Fig. 1: I/O pins on the die edge
Pins as bars across the die edge, other pins in gray.
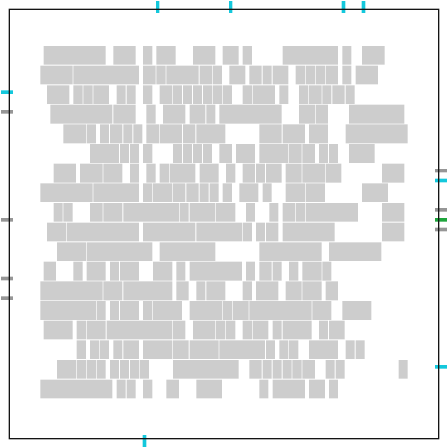
Fig. 2: clock distribution
The bar under the picture is 20 µm long.
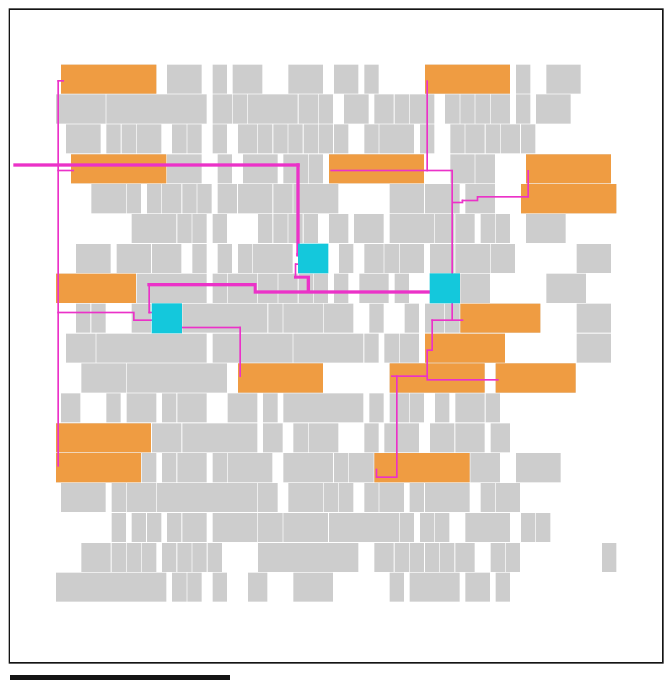
Fig. 3: cell classes on the final placement
Fill, decap, tap and diode cells in gray.
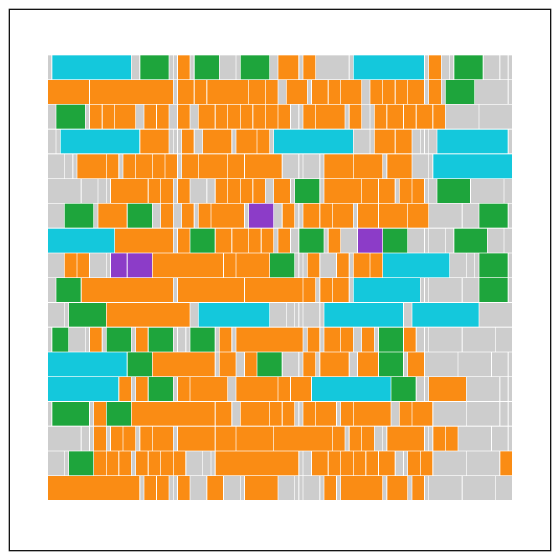
Fig. 4: metal layers overlaid
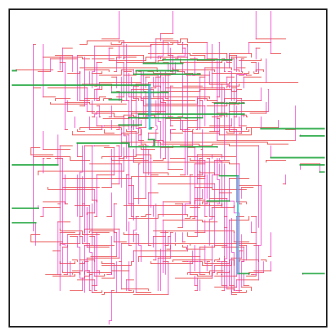
## src/rtl/paddle_encoder_pkg.sv

```systemverilog
// paddle_encoder_pkg: quadrature constants, accumulator limits and CW sequencing helper
package paddle_encoder_pkg;
    localparam logic [1:0] DETENT = 2'b00;
    localparam int ACC_W = 4;
    localparam logic signed [ACC_W-1:0] ACC_HI = 4'sd4;
    localparam logic signed [ACC_W-1:0] ACC_LO = -4'sd4;
    localparam logic signed [ACC_W-1:0] ACC_ONE = 4'sd1;
    // CW order 00->10->11->01->00
    function automatic logic [1:0] cw_next(input logic [1:0] ab);
        return {~ab[0], ab[1]};
    endfunction
endpackage

```

## src/rtl/paddle_encoder_quad_step.sv

```systemverilog
// quad_step: quadrature decoder with saturating quarter-step accumulator and detent pulses
module quad_step
    import paddle_encoder_pkg::*;
(
    input  logic       clk,
    input  logic       reset,
    input  logic [1:0] i_ab,
    output logic       o_up_nxt,
    output logic       o_dn_nxt,
    output logic       o_step_up,
    output logic       o_step_down,
    output logic       o_error
);
    logic [1:0] r_ab_prev;
    logic signed [ACC_W-1:0] r_acc, w_acc_mv, w_acc_nxt;
    logic w_same, w_illegal, w_cw, w_home;
    assign w_same    = i_ab == r_ab_prev;
    assign w_illegal = (i_ab ^ r_ab_prev) == 2'b11;
    assign w_cw      = i_ab == cw_next(r_ab_prev);
    assign w_home    = !w_same && !w_illegal && i_ab == DETENT;
    assign w_acc_mv  = w_cw ? (r_acc == ACC_HI ? ACC_HI : r_acc + ACC_ONE)
                            : (r_acc == ACC_LO ? ACC_LO : r_acc - ACC_ONE);
    assign w_acc_nxt = w_same ? r_acc : (w_illegal || w_home) ? '0 : w_acc_mv;
    assign o_up_nxt  = w_home && w_acc_mv == ACC_HI;
    assign o_dn_nxt  = w_home && w_acc_mv == ACC_LO;
    always_ff @(posedge clk) begin
        if (reset) begin
            r_ab_prev   <= DETENT;
            r_acc       <= '0;
            o_step_up   <= 1'b0;
            o_step_down <= 1'b0;
            o_error     <= 1'b0;
        end else begin
            r_ab_prev   <= i_ab;
            r_acc       <= w_acc_nxt;
            o_step_up   <= o_up_nxt;
            o_step_down <= o_dn_nxt;
            o_error     <= w_illegal;
        end
    end
endmodule

```

## src/rtl/paddle_encoder.sv

```systemverilog
// paddle_encoder: quadrature decode into a saturating, holdable paddle position
module paddle_encoder
    import paddle_encoder_pkg::*;
#(
    parameter int POS_W    = 8,
    parameter int POS_MAX  = 200,
    parameter int POS_INIT = 100,
    parameter int STEP     = 4
) (
    input  logic             clk,
    input  logic             reset,
    input  logic             enc_a,
    input  logic             enc_b,
    input  logic             hold,
    output logic [POS_W-1:0] position,
    output logic             step_up,
    output logic             step_down,
    output logic             error
);
    localparam logic [POS_W:0] MAX_W  = POS_MAX[POS_W:0];
    localparam logic [POS_W:0] STEP_W = STEP[POS_W:0];
    localparam logic [POS_W:0] INIT_W = POS_INIT[POS_W:0];
    logic [POS_W-1:0] r_position, w_up_sat, w_dn_sat;
    logic [POS_W:0] w_up, w_dn;
    logic w_up_nxt, w_dn_nxt;
    quad_step u_quad (
        .clk         (clk),
        .reset       (reset),
        .i_ab        ({enc_a, enc_b}),
        .o_up_nxt    (w_up_nxt),
        .o_dn_nxt    (w_dn_nxt),
        .o_step_up   (step_up),
        .o_step_down (step_down),
        .o_error     (error)
    );
    // a borrow lands in the extra MSB, marking underflow
    assign w_up     = {1'b0, r_position} + STEP_W;
    assign w_dn     = {1'b0, r_position} - STEP_W;
    assign w_up_sat = w_up > MAX_W ? MAX_W[POS_W-1:0] : w_up[POS_W-1:0];
    assign w_dn_sat = w_dn[POS_W] ? '0 : w_dn[POS_W-1:0];
    assign position = r_position;
    always_ff @(posedge clk) begin
        if (reset)
            r_position <= INIT_W[POS_W-1:0];
        else if (!hold && w_up_nxt)
            r_position <= w_up_sat;
        else if (!hold && w_dn_nxt)
            r_position <= w_dn_sat;
    end
endmodule
```

## config.mk

```make
export PLATFORM = sky130hd
export DESIGN_NAME = paddle_encoder
export DESIGN_NICKNAME = d
export VERILOG_FILES = /design/src/rtl/paddle_encoder_pkg.sv /design/src/rtl/paddle_encoder_quad_step.sv /design/src/rtl/paddle_encoder.sv
export SDC_FILE = /design/constraint.sdc
export NUM_CORES = 1
export LEC_CHECK = 0
export ABC_AREA = 1
export CORE_MARGIN = 4
export CORE_UTILIZATION = 50
export DETAILED_ROUTE_END_ITERATION = 12
export GPL_TIMING_DRIVEN = 1
export PLACE_DENSITY = 0.72
export SETUP_SLACK_MARGIN = 0.3
export SYNTH_ARGS = -nofsm -noshare
export SYNTH_HDL_FRONTEND = slang
export SYNTH_SLANG_ARGS = --single-unit
export TNS_END_PERCENT = 100
```

## constraint.sdc

```tcl
create_clock -name clk -period 1.9 [get_ports clk]
set_clock_uncertainty 0.15 [all_clocks]
set_input_delay 0.38 -clock clk [delete_from_list [all_inputs] [get_ports clk]]
set_output_delay 0.38 -clock clk [all_outputs]
set_load 0.01 [all_outputs]
```

==> results_slide.txt <==
Synthesis and Place & Route Summary

STA
  – Max-slew violation count: 0
  – Fmax: roughly 0.55 GHz
  – Hold slack: 378.0 ps
  – Final min period: 1824 ps
  – Final hold violations: 0
  – # setup viols final: 0
  – Final worst-path cycle share: 0.9600
  – RSZ-0062 raised after global routing: true

Pwr
  – Logic pwr share: 0.472
  – Pwr Density: 569.2 nW/µm²
  – Worst VDD drop: between 500 and 600 µV
  – Switching pwr: around 0.43 mW
  – Sw Share: 0.4049
  – Cell leakage power: 0.9056 nW
  – Int Pwr: 0.6323 mW
  – Sequential Power Share: 0.355
  – Clk pwr share: 0.174

GRT
  – Largest net degree at the start of global routing: 10
  – First-pass GRT wire length: 5533 µm
  – Initial antenna violation count: 0
  – Via count of the first global-routing pass: 1274
  – Gr ovfl total: 0

Route
  – Routed met3 length: 215 µm
  – Final antenna-violating net count: 0
  – Initial drt markers: 39
  – Top Metal Used: met4
  – M1 WL: 1482 µm
  – Drt pass-1 iters: 4
  – DRC: 0
  – Met2 WL: 1561 µm
  – Vias per cell: 5.103

Die
  – Ports: 16
  – FP Util: 0.5270
  – Num rows: 18
  – Chip area: between 3000 and 4000 µm²
  – Placeable Area: between 2000 and 2500 µm²

Job
  – OpenROAD warning count: 34
  – Max_cap viols: 0

Final layout
  – N_diodes: 0
  – Design area: ~1900 µm²
  – Share of layout cells above drive strength 1: 0.3817
  – Non-Filler Instances: ~270
  – Layout Nets: 255
  – Layout area overhead: 41.69%

Logic synthesis
  – Fraction of registers with async set/reset: 0
  – Synth cell types: 28
  – Synthesized cell area: 1318 µm²
  – YS warnings: 0
  – Synth area leader: dfxtp_1
  – Post-synth EDFFs: 0
  – Yosys top cell by instances: nand2_1
  – Seq/Total Area, Yosys: 0.2279
  – # Cells Yosys: about 210
  – Mapped Cells: 208
  – Synth Register Bits: 15
  – Post-synth top area share: 0.2279
  – Syn avg cell area: between 6 and 7 µm²
  – Dominant flop cell: dfxtp_1
  – Yosys stat chip area: 1318 µm²
  – Synth top area cells: dfxtp_1 (23%), nand2_1 (17%), inv_1 (8.0%)
  – Top post-synthesis cells by count: nand2_1 (61), inv_1 (28), nor2_1 (21)

Placed design
  – Placed cell area: roughly 1600 µm²
  – GPL Wtd Cong: 0.9128
  – Inst Count DP: 258
  – Dpl hpwl: 2407 µm

Worst setup path
  – Critical Path Sink Type: flip-flop
  – Critical path class: reg2reg
  – Critical Path Source Type: flip-flop
  – CP Data Arrival Time: approximately 1900 ps
  – Critical Path RT: 1930 ps
  – CP max FO: 6

Clock network
  – CTS tree: built
  – CTS root buf: clkbuf_4
  – Clock sinks: 15
  – Worst-path clk slew: 100 ps
  – Clock Path Buffers: 2
  – Num CTS Buffers: 3
  – Late-Pin Clk Latency: between 200 and 300 ps
  – Htree depth: 1

Min path
  – Hold Crit Class: reg2reg

Run status
  – Run status: finished clean
Back to the opening pictures, Fig. 1:
- step_down: green (pins 1; direction output; edge right)
- position: cyan (pins 8; direction output; edge 4 top, 2 right, 1 bottom, 1 left)
die x size: 59.33 µm
IO buf count: 13

Back to the opening pictures, Fig. 2:
- clock wires: magenta (length 202 µm)
- cells driving clock nets: cyan (count 3)
- flip-flops: orange (count 15)
- routed clock nets: 4

Back to the opening pictures, Fig. 3:
- flip-flops: cyan (cells 15)
- other buffers and delay cells: green (cells 33)
- clock drivers and dummy loads: purple (cells 4)
- all other logic: orange (cells 189)

Back to the opening pictures, Fig. 4:
- met4: cyan (wire length 26.5 µm)
- met1: red (wire length 1480 µm)
- met3: green (wire length 216 µm)
- met2: magenta (wire length 1560 µm)
Total GRT Usage: 0.2041
routed wire length per instance: 12.12 µm
vias: 1383
final wirelength: 3285 µm

[through the flow]
stage | utilization | total power [mW] | setup WS, ps | setup TNS, ps
after global routing | 0.7467 | 1.141 | -40.75 | -157.0
after detailed placement | 0.6336 | 0.7610 | -466.0 | -4825
after CTS | 0.7122 | 1.027 | 88.21 | 0
final | 0.7467 | 1.063 | 76.09 | 0
after floorplan | - | 0.6586 | 207.0 | 0
after global placement | 0.6336 | 0.7476 | -408.0 | -4040
[power groups by stage]
stage               clock (mW)  sequential (mW)  combinational (mW)
CTS                      0.194            0.368               0.465
global route             0.206            0.380               0.555
global placement             0            0.375               0.373
floorplan                    0            0.363               0.296
detailed placement           0            0.376               0.385
finish                   0.185            0.377               0.501
[repair_timing]
action | 4_1_cts | 5_1_grt
hold buffers | 0 | 0
setup endpoints to repair | 21 | 12
endpoints found under the hold margin | 0 | 0
pin swaps | 12 | 7
setup buffers | 9 | 0
gates resized | 43 | 25
[cell type report]
cell class / count / area [µm²]
Timing Repair Buffer: 33 / 269.0
Clock buffer: 3 / 22.52
Clock inverter: 1 / 5.005
Inverter: 33 / 136.4
Sequential cell: 15 / 331.6
Tap cell: 30 / 37.54
Fill cell: 198 / 633.1
Multi-Input combinational cell: 156 / 1065
[placed cells by master (no fill, tap or decap), types with 5 or more instances in the layout]
cell	n
nand2_1	56
inv_1	20
buf_4	19
nor2_1	18
nand3_1	15
inv_2	10
dlygate4sd2_1	9
a21oi_1	7
dfxtp_4	7
nor2_2	6
nand2_4	6
nand2_2	5
[registers in the layout, summed over array words and instances, names as in the netlist]
signal	flops
position	6
u_quad.r_acc	4
u_quad.r_ab_prev	2
u_quad.o_error	1
u_quad.o_step_down	1
u_quad.o_step_up	1
[routing by layer]
layer	global-route usage	vias to the layer above
li1	-	716
met1	0.2832	625
met2	0.3292	38
met3	0.05011	4
met4	0.02265	0
met5	0	-
[logic make-up after synthesis]
logic type | synth area share
buffers and inverters | 0.1263
flip-flops | 0.2279
adder cells (fa/ha/maj) | 0.07598
XOR/XNOR | 0.03989
AND-OR/OR-AND | 0.07313
AND/OR/NAND/NOR | 0.4539
other | 0.002846
[final timing paths]
check,start,endpoint,slack [ps],cells after the start
worst max register to register,u_quad.r_acc[1],position[5],80,11
worst max-delay path,u_quad.r_acc[1],position[5],80,11
worst min-delay path,u_quad.r_acc[1],u_quad.r_acc[1],380,2
worst min register to register,u_quad.r_acc[1],u_quad.r_acc[1],380,2
[critical path, cell delays in order, from the launching register on]
cell and delay (ps):
dfxtp_4 380, inv_4 70, ha_4 170, nand2_4 70, nor2_4 90, nor2_1 50
nand2_1 70, nand2_2 90, nor2_8 150, nand3_4 150, a21oi_1 190, nand2_1 80
Power is estimated from default activity; no workload was simulated.
